[src/rtl/gpio_expander.sv]
// SPI-slave GPIO expander: NUM_BANKS x 8 pins with direction, output, input and edge-interrupt registers.
// All asynchronous inputs are resynchronised into clk; SPI is mode 0, MSB first.
module gpio_expander #(
  parameter int unsigned NUM_BANKS = 2,
  parameter logic [7:0]  ID_VALUE  = 8'hA5
) (
  input  logic                   clk,
  input  logic                   rst_n,
  input  logic                   spi_sck,
  input  logic                   spi_cs_n,
  input  logic                   spi_mosi,
  output logic                   spi_miso,
  input  logic [8*NUM_BANKS-1:0] gpio_in,
  output logic [8*NUM_BANKS-1:0] gpio_out,
  output logic [8*NUM_BANKS-1:0] gpio_oe,
  output logic                   irq_n
);

  localparam int unsigned PW = 8 * NUM_BANKS;

  localparam logic [1:0] ST_IDLE = 2'd0;
  localparam logic [1:0] ST_CMD  = 2'd1;
  localparam logic [1:0] ST_DATA = 2'd2;

  logic [1:0]    sck_sync, cs_sync, mosi_sync;
  logic          sck_prev, cs_prev;
  logic [PW-1:0] pin_s1, pin_s2, pin_prev;
  logic [2:0]    hist_vld;

  logic [1:0]    state_q, state_d;
  logic [2:0]    bit_cnt;
  logic [6:0]    rx_sh;
  logic [7:0]    miso_sh;
  logic          rw_q;
  logic [6:0]    ptr_q;

  logic          gie_q, gie_d;
  logic [PW-1:0] dir_q, dir_d, out_q, out_d, rise_q, rise_d, fall_q, fall_d;
  logic [PW-1:0] stat_q, stat_d, stat_clr;

  logic          sck_s, cs_s, sck_rise, sck_fall, cs_fall;
  logic          active, byte_done, wr_en, load_en;
  logic [7:0]    rx_byte, rd_data;
  logic [6:0]    rd_addr;
  logic [PW-1:0] rise_evt, fall_evt;

  // CS_N history resets low so a frame already running at reset never looks like a fresh start.
  always_ff @(posedge clk or negedge rst_n) begin
    if (!rst_n) begin
      sck_sync  <= 2'b00;
      cs_sync   <= 2'b00;
      mosi_sync <= 2'b00;
      sck_prev  <= 1'b0;
      cs_prev   <= 1'b0;
      pin_s1    <= '0;
      pin_s2    <= '0;
      pin_prev  <= '0;
      hist_vld  <= 3'b000;
    end else begin
      sck_sync  <= {sck_sync[0], spi_sck};
      cs_sync   <= {cs_sync[0], spi_cs_n};
      mosi_sync <= {mosi_sync[0], spi_mosi};
      sck_prev  <= sck_sync[1];
      cs_prev   <= cs_sync[1];
      pin_s1    <= gpio_in;
      pin_s2    <= pin_s1;
      pin_prev  <= pin_s2;
      hist_vld  <= {hist_vld[1:0], 1'b1};
    end
  end

  assign sck_s    = sck_sync[1];
  assign cs_s     = cs_sync[1];
  assign sck_rise = sck_s & ~sck_prev;
  assign sck_fall = ~sck_s & sck_prev;
  assign cs_fall  = cs_prev & ~cs_s;

  // Edge events only once pin_prev holds a genuinely synchronised sample.
  assign rise_evt = pin_s2 & ~pin_prev & {PW{hist_vld[2]}};
  assign fall_evt = ~pin_s2 & pin_prev & {PW{hist_vld[2]}};

  assign active    = ((state_q == ST_CMD) || (state_q == ST_DATA)) && !cs_s;
  assign byte_done = active && sck_rise && (bit_cnt == 3'd7);
  assign rx_byte   = {rx_sh, mosi_sync[1]};
  assign wr_en     = byte_done && (state_q == ST_DATA) && !rw_q;
  assign rd_addr   = (state_q == ST_CMD) ? rx_byte[6:0] : ptr_q + 7'd1;
  assign load_en   = byte_done && ((state_q == ST_CMD) ? rx_byte[7] : rw_q);

  always_ff @(posedge clk or negedge rst_n) begin
    if (!rst_n) state_q <= ST_IDLE;
    else        state_q <= state_d;
  end

  always_comb begin
    state_d = state_q;
    if (cs_s) begin
      state_d = ST_IDLE;
    end else begin
      case (state_q)
        ST_IDLE: if (cs_fall) state_d = ST_CMD;
        ST_CMD:  if (byte_done) state_d = ST_DATA;
        ST_DATA: state_d = ST_DATA;
        default: state_d = ST_IDLE;
      endcase
    end
  end

  // Shift engine; the falling edge right after a load is skipped so the loaded MSB stays on MISO.
  always_ff @(posedge clk or negedge rst_n) begin
    if (!rst_n) begin
      bit_cnt <= 3'd0;
      rx_sh   <= 7'd0;
      miso_sh <= 8'h00;
      rw_q    <= 1'b0;
      ptr_q   <= 7'd0;
    end else if (!active) begin
      bit_cnt <= 3'd0;
      miso_sh <= 8'h00;
    end else begin
      if (sck_rise) begin
        rx_sh   <= rx_byte[6:0];
        bit_cnt <= bit_cnt + 3'd1;
      end
      if (byte_done) begin
        if (state_q == ST_CMD) begin
          rw_q  <= rx_byte[7];
          ptr_q <= rx_byte[6:0];
        end else begin
          ptr_q <= ptr_q + 7'd1;
        end
        miso_sh <= load_en ? rd_data : 8'h00;
      end else if (sck_fall && (bit_cnt != 3'd0) && (state_q == ST_DATA)) begin
        miso_sh <= {miso_sh[6:0], 1'b0};
      end
    end
  end

  assign spi_miso = miso_sh[7];

  // Register read mux; anything not decoded reads as zero.
  always_comb begin
    rd_data = 8'h00;
    case (rd_addr)
      7'h00:   rd_data = ID_VALUE;
      7'h01:   rd_data = 8'(NUM_BANKS);
      7'h02:   rd_data = {7'd0, gie_q};
      default: begin
        for (int unsigned b = 0; b < NUM_BANKS; b++) begin
          if (rd_addr[6:3] == 4'(b + 2)) begin
            case (rd_addr[2:0])
              3'd0:    rd_data = dir_q[b*8 +: 8];
              3'd1:    rd_data = out_q[b*8 +: 8];
              3'd2:    rd_data = pin_s2[b*8 +: 8];
              3'd3:    rd_data = rise_q[b*8 +: 8];
              3'd4:    rd_data = fall_q[b*8 +: 8];
              3'd5:    rd_data = stat_q[b*8 +: 8];
              default: rd_data = 8'h00;
            endcase
          end
        end
      end
    endcase
  end

  // Register write decode; IRQ_STAT set beats a same-cycle write-1-to-clear.
  always_comb begin
    gie_d    = gie_q;
    dir_d    = dir_q;
    out_d    = out_q;
    rise_d   = rise_q;
    fall_d   = fall_q;
    stat_clr = '0;
    if (wr_en) begin
      if (ptr_q == 7'h02) gie_d = rx_byte[0];
      for (int unsigned b = 0; b < NUM_BANKS; b++) begin
        if (ptr_q[6:3] == 4'(b + 2)) begin
          case (ptr_q[2:0])
            3'd0:    dir_d[b*8 +: 8]    = rx_byte;
            3'd1:    out_d[b*8 +: 8]    = rx_byte;
            3'd3:    rise_d[b*8 +: 8]   = rx_byte;
            3'd4:    fall_d[b*8 +: 8]   = rx_byte;
            3'd5:    stat_clr[b*8 +: 8] = rx_byte;
            default: ;
          endcase
        end
      end
    end
    stat_d = (stat_q & ~stat_clr) | (rise_evt & rise_q) | (fall_evt & fall_q);
  end

  always_ff @(posedge clk or negedge rst_n) begin
    if (!rst_n) begin
      gie_q  <= 1'b0;
      dir_q  <= '0;
      out_q  <= '0;
      rise_q <= '0;
      fall_q <= '0;
      stat_q <= '0;
      irq_n  <= 1'b1;
    end else begin
      gie_q  <= gie_d;
      dir_q  <= dir_d;
      out_q  <= out_d;
      rise_q <= rise_d;
      fall_q <= fall_d;
      stat_q <= stat_d;
      irq_n  <= ~(gie_q & (|stat_q));
    end
  end

  assign gpio_out = out_q;
  assign gpio_oe  = dir_q;

endmodule
[config.mk]
export PLATFORM = sky130hd
export DESIGN_NAME = gpio_expander
export DESIGN_NICKNAME = d
export VERILOG_FILES = /design/src/rtl/gpio_expander.sv
export SDC_FILE = /design/constraint.sdc
export NUM_CORES = 1
export LEC_CHECK = 0
export CAP_MARGIN = 30
export CORE_ASPECT_RATIO = 1.25
export CORE_MARGIN = 2
export CORE_UTILIZATION = 47
export DETAILED_ROUTE_END_ITERATION = 8
export GPL_TIMING_DRIVEN = 0
export MAX_ROUTING_LAYER = met4
export PLACE_DENSITY = 0.7
export SYNTH_ARGS = -nofsm -noshare
export SYNTH_HDL_FRONTEND = slang
export SYNTH_SLANG_ARGS = --single-unit
[constraint.sdc]
create_clock -name clk -period 6.75 [get_ports clk]
set_input_delay 1.35 -clock clk [delete_from_list [all_inputs] [get_ports clk]]
set_output_delay 1.35 -clock clk [all_outputs]
set_load 0.01 [all_outputs]
run_1/clock_wires.png
(3 px per um)
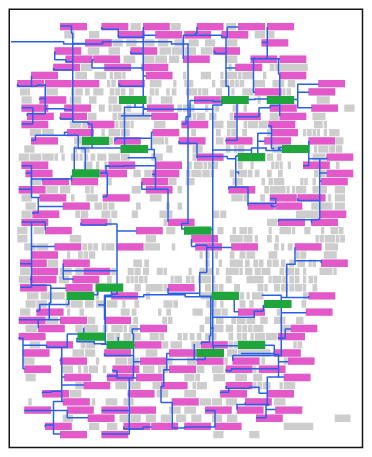
clock wires: marked blue, length 2080 um. flip-flops: marked magenta, count 169. clock-net drivers: marked green, count 17.
There are 18 routed clock nets. Position of the flops: all over the die.
Worst Skew: 7.39 ps
Clock Power: 1.04 mW

run_1/layers.png
(2 px per um)
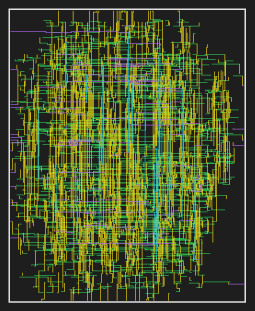
M4: marked cyan, wire length 1080 um. M2: marked yellow, wire length 10800 um. M3: marked purple, wire length 1070 um. M1: marked green, wire length 8750 um.
Overall Global Routing Usage: 27.6%
final WL: 21700 um
Routed wire per std cell: 22.7 um

run_1/clock_nets.png
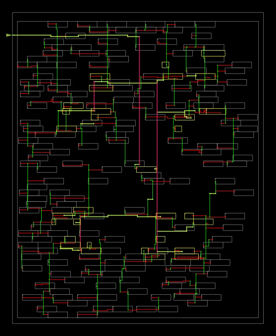
clock sinks: 169
clock buf count: 18
clk ins delay skew pair: 430 ps
CTS Buf Count: 17
seq_cells: 169

run_1/gates.png
(2 px per um)
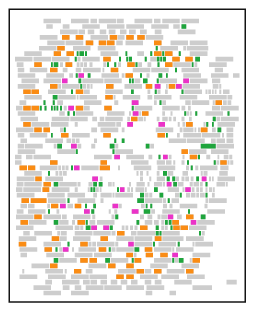
non-inverting ao/oa cells: marked magenta, cells 30, most used a22o_1. mux cells: marked orange, cells 95, most used mux2_2, where all over the die. nand cells: marked green, cells 132, most used nand2_1.
most used logic cell in the final layout: dfrtp_1
Comb/total area: 34.4%
fin cells: 955

==> flow_metrics.tcl, run 1 <==
# flow metrics
set metrics [dict create \
    status "finished clean" \
    core_um2 15600 \
    wl_met2_um 10800 \
    routed-wl-met3_um 1070 \
    drcViolationCount 0 \
    xor_area_share_pct 0.465 \
    dieArea_um2 17100 \
    yosysChipArea_um2 7540 \
    path_clk_slew_ps 70 \
    startpoint_type "flop" \
    crit_chain "inv_1 -> ha_1 -> buf_2 -> mux2i_1 -> buf_2 -> buf_2 -> mux2i_1 -> o21ai_0 -> a31oi_1 -> o21ai_0" \
    worstHoldPathCells 0 \
    worst-path-buf-inv 4 \
    clk_share_pct 6.92 \
    inverters 10 \
    synth.most_common_cell "dfrtp_1" \
    powerDensity_nw_per_um2 276 \
    buf_share_pct 8.33 \
    share_comb_of_total_power_pct 14.6 \
    synth_top_area_share_pct 55.8 \
    place_congestion 0.998 \
    dominant_cells "flip-flops and latches" \
    grt_pass1_vias 5732 \
    r2r-end "miso_sh[7]" \
    yosysCellCount 656 \
    final-setup-viol-count 0 \
    drt-pass1-iter-count 5 \
    met2_usage_pct 42.7 \
    synthFlopType "dfrtp_1" \
    sh_seq_area_pct 47.0 \
    netlist_instances 656 \
    seqPwrFrac_pct 43.6 \
    avgSynthCellArea_um2 11.5 \
    lay_top_cells "168 x dfrtp_1, 83 x nand2_1, 73 x mux2_2" \
    grt_pass1_wl_um 33600 \
    required_ps 7030 \
    gr-total-overflow 0 \
    synthArstFlopShare_pct 100 \
    synth_seq_share_pct 56.1 \
    grt_antenna_before_repair 0 \
    cts_setup_buffers 0 \
    syn-num-nets 689 \
    htreeDepth 4 \
    yosys-top-cells-count "168 x dfrtp_1, 83 x nand2_1, 73 x mux2_2" \
    ir_drop_uv 162 \
    drive_gt1_share_pct 19.4 \
    period_used_pct 46.0 \
    maxCapViolCount 0 \
    cts_hold_buf 0 \
    ys_types 58 \
    antenna-diode-count 0 \
    fmax_mhz 322 \
    top_logic_kind "multiplexers" \
    final_nets 763 \
    slowest_delay_ps 400 \
    logic_area_um2 3100 \
    warnings 33 \
    post-route-min-period_ps 3110 \
    clockBufferDepth 2 \
    pg_comb_mw 0.363 \
    ys.warnings.count 0 \
    swShare_pct 29.5 \
    min-delay-start "pin_s1[5]" \
    p_int_mw 1.75 \
    ys_sh_simple_pct 12.9 \
    nWellTaps 212 \
    pg_seq_mw 1.08 \
    die_w_um 117 \
    ys_sh_adder_pct 1.99 \
    tightest_slew_ps 1010 \
    worst_ep_arrival_time_ps 3390 \
    num-fill-cells 1371 \
    cts_resized 0 \
    maxSlewViolCount 0 \
    row_count 51 \
    nMultiInputCombCells 441 \
    cellLeakagePower_nw 3.98 \
    pwr-share-clk_pct 41.8 \
    viasPerCell 5.89 \
    topCellsByArea "dfrtp_1 56%, mux2_2 11%, nand2_1 4.1%, mux2i_1 2.7%, a21oi_1 2.4%" \
    r2r_slack_ps 3640 \
]
[run 1: worst max-delay path by stage]
stage / startpoint / end / slack, ps / cells past startpoint
6_report: state_q[1] / miso_sh[7] / 3640 / 10
5_1_grt: state_q[1] / miso_sh[7] / 3500 / 10
4_1_cts: state_q[1] / miso_sh[7] / 3680 / 10
3_5_place_dp: state_q[1] / miso_sh[7] / 3720 / 10
3_3_place_gp: rst_n / rise_q[9] / -2380 / 1
2_1_floorplan: ptr_q[0] / miso_sh[2] / 4460 / 10
[run 1: per-stage QoR]
step	setup TNS (ps)	hold WS, ps	worst slack [ps]	cell area [um^2]
4_1_cts	0	350	3680	9000
6_report	0	346	3640	9000
5_1_grt	0	357	3500	9000
2_1_floorplan	0	331	4460	7540
3_5_place_dp	0	335	3720	8380
3_3_place_gp	-397610	331	-2380	8350
run_1/m3.png
(3 px per um)
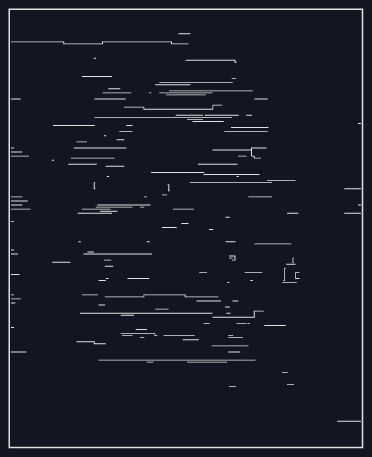

==> run 2, diff against run 1 <==
--- a/config.mk
+++ b/config.mk
@@ -12,7 +12,7 @@
 export DETAILED_ROUTE_END_ITERATION = 8
 export GPL_TIMING_DRIVEN = 0
 export MAX_ROUTING_LAYER = met4
-export PLACE_DENSITY = 0.7
+export PLACE_DENSITY = 0.73
 export SYNTH_ARGS = -nofsm -noshare
 export SYNTH_HDL_FRONTEND = slang
 export SYNTH_SLANG_ARGS = --single-unit
==> constraint.sdc (replaced) <==
create_clock -name clk -period 2.5 [get_ports clk]
set_input_delay 0.5 -clock clk [delete_from_list [all_inputs] [get_ports clk]]
set_output_delay 0.5 -clock clk [all_outputs]
set_load 0.01 [all_outputs]
run_2/m3.png
(3 px per um)
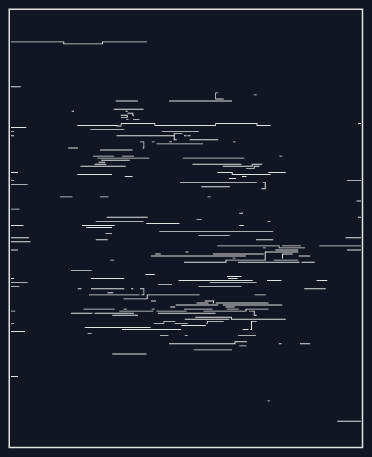
The layer carries 1380 um of wire. The layer holds 6.3% of the routed length. The wires run mostly horizontal. The longest straight run is 37.7 um.
final WL: 22000 um
via count: 5795
GRT met3 Usage: 5.50%

==> run 2 against run 1 <==
The flow now finishes with violations (hold timing). First-iteration DRC count increased by 42%. Area after synthesis unchanged. Clock skew about the same. Global-route usage increased by 0.17 points. Critical path type unchanged. Largest cell class unchanged. Largest power group unchanged.
==> flow_metrics.tcl, run 2 <==
# flow metrics
set metrics [dict create \
    grt_pass1_wl_um 34100 \
    ys_types 58 \
    wl_met2_um 11100 \
    swShare_pct 29.8 \
    post-route-min-period_ps 2470 \
    syn-num-nets 689 \
    yosys-top-cells-count "168 x dfrtp_1, 83 x nand2_1, 73 x mux2_2" \
    dominant_cells "flip-flops and latches" \
    status "complete, but fails checks" \
    pwr-share-clk_pct 38.9 \
    finalClockSkew_ps 7.06 \
    routed-wl-met3_um 1380 \
    grt_antenna_before_repair 0 \
    cellLeakagePower_nw 4.09 \
    pg_comb_mw 1.19 \
    finalSetupTns_ps 0 \
    worst-path-buf-inv 1 \
    crit_chain "ha_4 -> ha_4 -> nor2b_4 -> nor2_1 -> buf_4 -> nand3_1 -> a21oi_1 -> a311oi_2 -> a221oi_1 -> a211o_1" \
    inverters 10 \
    cts_hold_buf 0 \
    synthArstFlopShare_pct 100 \
    top_logic_kind "multiplexers" \
    cts_setup_buffers 6 \
    ys_sh_adder_pct 1.99 \
    violations "hold timing" \
    slowest_delay_ps 450 \
    warnings 36 \
    r2r-end "miso_sh[2]" \
    yosysCellCount 656 \
    comb_area_share_pct 35.3 \
    pg_clk_mw 2.61 \
    antenna-diode-count 0 \
    nMultiInputCombCells 441 \
    sh_seq_area_pct 45.4 \
    tightest_slew_ps 732 \
    avgSynthCellArea_um2 11.5 \
    critPathLaunch "ptr_q[1]" \
    layout_top_cell "dfrtp_1" \
    p_int_mw 4.72 \
    final_nets 779 \
    nWellTaps 212 \
    flops 169 \
    clk_share_pct 6.15 \
    clock_latency_ps 440 \
    worst-path-stages 10 \
    synth_top_area_share_pct 55.8 \
    synth_seq_share_pct 56.1 \
    row_count 51 \
    powerDensity_nw_per_um2 720 \
    clock_buffers 19 \
    topCellsByArea "dfrtp_1 56%, mux2_2 11%, nand2_1 4.1%, mux2i_1 2.7%, a21oi_1 2.4%" \
    ir_drop_uv 453 \
    place_congestion 0.953 \
    drt-pass1-iter-count 7 \
    buf_share_pct 9.92 \
    htreeDepth 4 \
    synthFlopType "dfrtp_1" \
    ys_sh_simple_pct 12.9 \
    cts_sinks 169 \
    grt_pass1_vias 5944 \
    final-setup-viol-count 0 \
    gr-total-overflow 0 \
    drcViolationCount 0 \
    fmax_mhz 405 \
    pg_seq_mw 2.92 \
    holdWs_ps -6.24 \
    drive_gt1_share_pct 25.8 \
    finalHoldViolations 6 \
    maxCapViolCount 0 \
    r2r_slack_ps 30 \
    cts_buffers 17 \
    synth.most_common_cell "dfrtp_1" \
    num-fill-cells 1280 \
    period_used_pct 98.8 \
    clockBufferDepth 2 \
]
run_2/layers.png
(2 px per um)
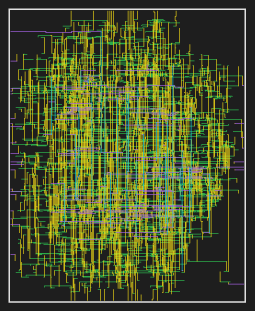
M2: marked yellow, wire length 11100 um. M1: marked green, wire length 8480 um. M3: marked purple, wire length 1380 um. M4: marked cyan, wire length 1030 um.
Routed wire per std cell: 22.7 um
Overall Global Routing Usage: 27.8%

[run 2: cell counts after synthesis]
Identical to the previous run, type by type.
[run 2: metrics by stage]
| stage | util [%] | setup WS [ps] | cell area [um^2] | std cells |
|---|---|---|---|---|
| 2_1_floorplan | - | 208 | 7540 | 656 |
| 3_3_place_gp | 53.4 | -5730 | 8350 | 922 |
| 3_5_place_dp | 53.6 | -416 | 8380 | 923 |
| 4_1_cts | 58.7 | 12.8 | 9170 | 961 |
| 5_1_grt | 59.7 | -20.3 | 9330 | 971 |
| 6_report | 59.7 | 30.5 | 9330 | 971 |
[run 2: layer usage]
| layer | global-route usage (%) | vias to the layer above |
|---|---|---|
| met5 | - | - |
| met4 | 12.8 | 0 |
| met3 | 5.50 | 67 |
| met2 | 44.5 | 269 |
| met1 | 33.7 | 2922 |
| li1 | - | 2537 |
run_2/gates.png
(2 px per um)
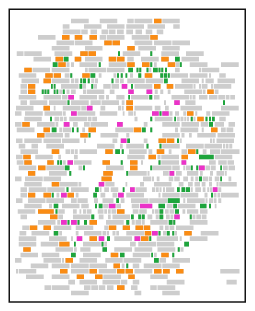

==> run 3, diff against run 2 <==
--- a/config.mk
+++ b/config.mk
@@ -7,7 +7,6 @@
 export LEC_CHECK = 0
 export CAP_MARGIN = 30
 export CORE_ASPECT_RATIO = 1.25
-export CORE_MARGIN = 2
 export CORE_UTILIZATION = 47
 export DETAILED_ROUTE_END_ITERATION = 8
 export GPL_TIMING_DRIVEN = 0
run_3/gates.png
(2 px per um)
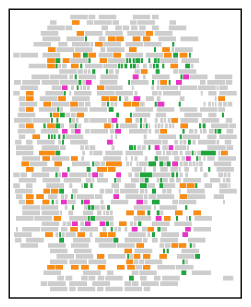
non-inverting ao/oa cells: marked magenta, cells 30, most used a22o_1. nand cells: marked green, cells 132, most used nand2_1. mux cells: marked orange, cells 95, most used mux2_2.
fin cells: 972
Comb/total area: 35.0%

run_3/clock_wires.png
(3 px per um)
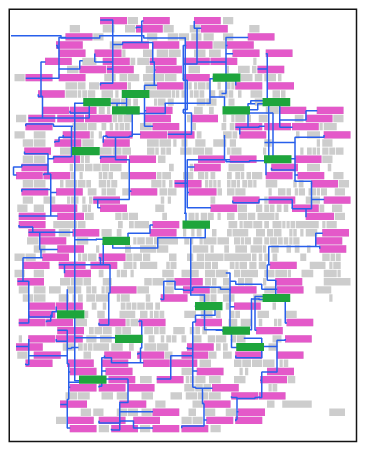
clock-net drivers: marked green, count 17. flip-flops: marked magenta, count 169. clock wires: marked blue, length 1960 um.
Position of the flops: all over the die. There are 18 routed clock nets.
Worst Skew: 13.0 ps
Clock Power: 2.47 mW
clock group share of total power: 37.5%
clk ins delay skew pair: 440 ps

==> run 3 against run 2 <==
The flow now finishes without violations. Clock skew rose by 5.9 ps. Cell count grew 0.10%. Via count shrank 0.41%. Die area decreased by 3.1%.
==> flow_metrics.tcl, run 3 <==
# flow metrics
set metrics [dict create \
    status "finished clean" \
    required_ps 2790 \
    final-setup-viol-count 0 \
    drive_gt1_share_pct 25.4 \
    ys_types 58 \
    holdWs_ps 17.6 \
    xor_area_share_pct 0.465 \
    final_nets 781 \
    tightest_slew_ps 723 \
    yosys-top-cells-count "168 x dfrtp_1, 83 x nand2_1, 73 x mux2_2" \
    cts_hold_buf 0 \
    ys_sh_adder_pct 1.99 \
    ys.warnings.count 0 \
    top_logic_kind "multiplexers" \
    wl_per_cell_um 21.8 \
    grt_pass1_vias 5827 \
    period_used_pct 99.5 \
    gr-total-overflow 0 \
    ios 55 \
    endpoint "miso_sh[7]" \
    path_clk_slew_ps 60 \
    synth_flops 169 \
    drt_wl_total_um 21200 \
    logic_area_um2 3260 \
    final_cell_area_um2 9320 \
    share_comb_of_total_power_pct 18.0 \
    cellLeakagePower_nw 4.09 \
    r2r_slack_ps 10 \
    grt_pass1_wl_um 32900 \
    layout_setup_ws_ps 12.6 \
    worst_ep_arrival_time_ps 2780 \
    pg_comb_mw 1.18 \
    placed_area_um2 8380 \
    critPathLaunch "ptr_q[1]" \
    r2r-end "miso_sh[7]" \
    fp_util_pct 48.2 \
    cts_sinks 169 \
    finalSetupTns_ps 0 \
    layout_top_cell "dfrtp_1" \
    grt_antenna_before_repair 0 \
    avgSynthCellArea_um2 11.5 \
    die_w_um 115 \
    viasPerCell 5.94 \
    syn-num-nets 689 \
    clockBufferDepth 2 \
    drt-pass1-iter-count 5 \
    core_um2 15600 \
    p_int_mw 4.61 \
    numPortBuffers 54 \
    top_power_group "sequential cells" \
    synth_seq_share_pct 56.1 \
    yosysChipArea_um2 7540 \
    netlist_instances 656 \
    swShare_pct 30.0 \
    synthFlopType "dfrtp_1" \
    p_switching_mw 1.97 \
    synth_top_area_share_pct 55.8 \
    row_count 51 \
    yosys.area_share.aoi_pct 11.5 \
    place_congestion 0.968 \
    warnings 35 \
    maxSlewViolCount 0 \
    post-route-min-period_ps 2490 \
    powerDensity_nw_per_um2 706 \
    num-fill-cells 1301 \
    antenna-diode-count 0 \
    ir_drop_uv 473 \
    fmax_mhz 402 \
    num_vias 5771 \
    grt_usage_pct 28.5 \
    dp.cells 923 \
    final_util_pct 59.6 \
    startpoint_type "flop" \
    finalHoldViolations 0 \
    topCellsByArea "dfrtp_1 56%, mux2_2 11%, nand2_1 4.1%, mux2i_1 2.7%, a21oi_1 2.4%" \
    maxCapViolCount 0 \
    cts_buffers 17 \
    synth.most_common_cell "dfrtp_1" \
    cts_setup_buffers 8 \
    lay_top_cells "166 x dfrtp_1, 81 x nand2_1, 73 x mux2_2" \
    seqPwrFrac_pct 44.5 \
    pg_seq_mw 2.93 \
    synthArstFlopShare_pct 100 \
    htreeDepth 4 \
    drcViolationCount 0 \
    cts_resized 40 \
    dieArea_um2 16600 \
    yosysCellCount 656 \
    ys_sh_simple_pct 12.9 \
    place_ws_ps -527 \
]
## run 3: metal layers
layer  wire length (um)  global-route usage, %  vias up
met1               8270                   33.7     2904
met5                  0                      -        -
met2              10600                   45.4      240
met4               1080                   16.7        0
li1                   -                      -     2552
met3               1300                   5.61       75
## run 3: critical path, cell delays in order, from the launching register on
cell and delay (ps):
dfrtp_2 450, ha_2 230, ha_4 290, nor2b_4 190, nor3_4 70, buf_4 140
a222oi_1 390, a221oi_2 140, a31oi_2 300, o21ai_0 130
## run 3: cell type report
cell class | count | area share (%)
flip-flops and latches | 169 | 45.4
well taps | 212 | 2.85
multi-input cells | 441 | 35.0
clock inverters | 11 | 0.940
clock buffers | 20 | 5.01
inverters | 10 | 0.403
repair buffers | 73 | 7.62
plain buffers | 36 | 2.77
No activity file was given, so power comes from the tool's default toggle rates.
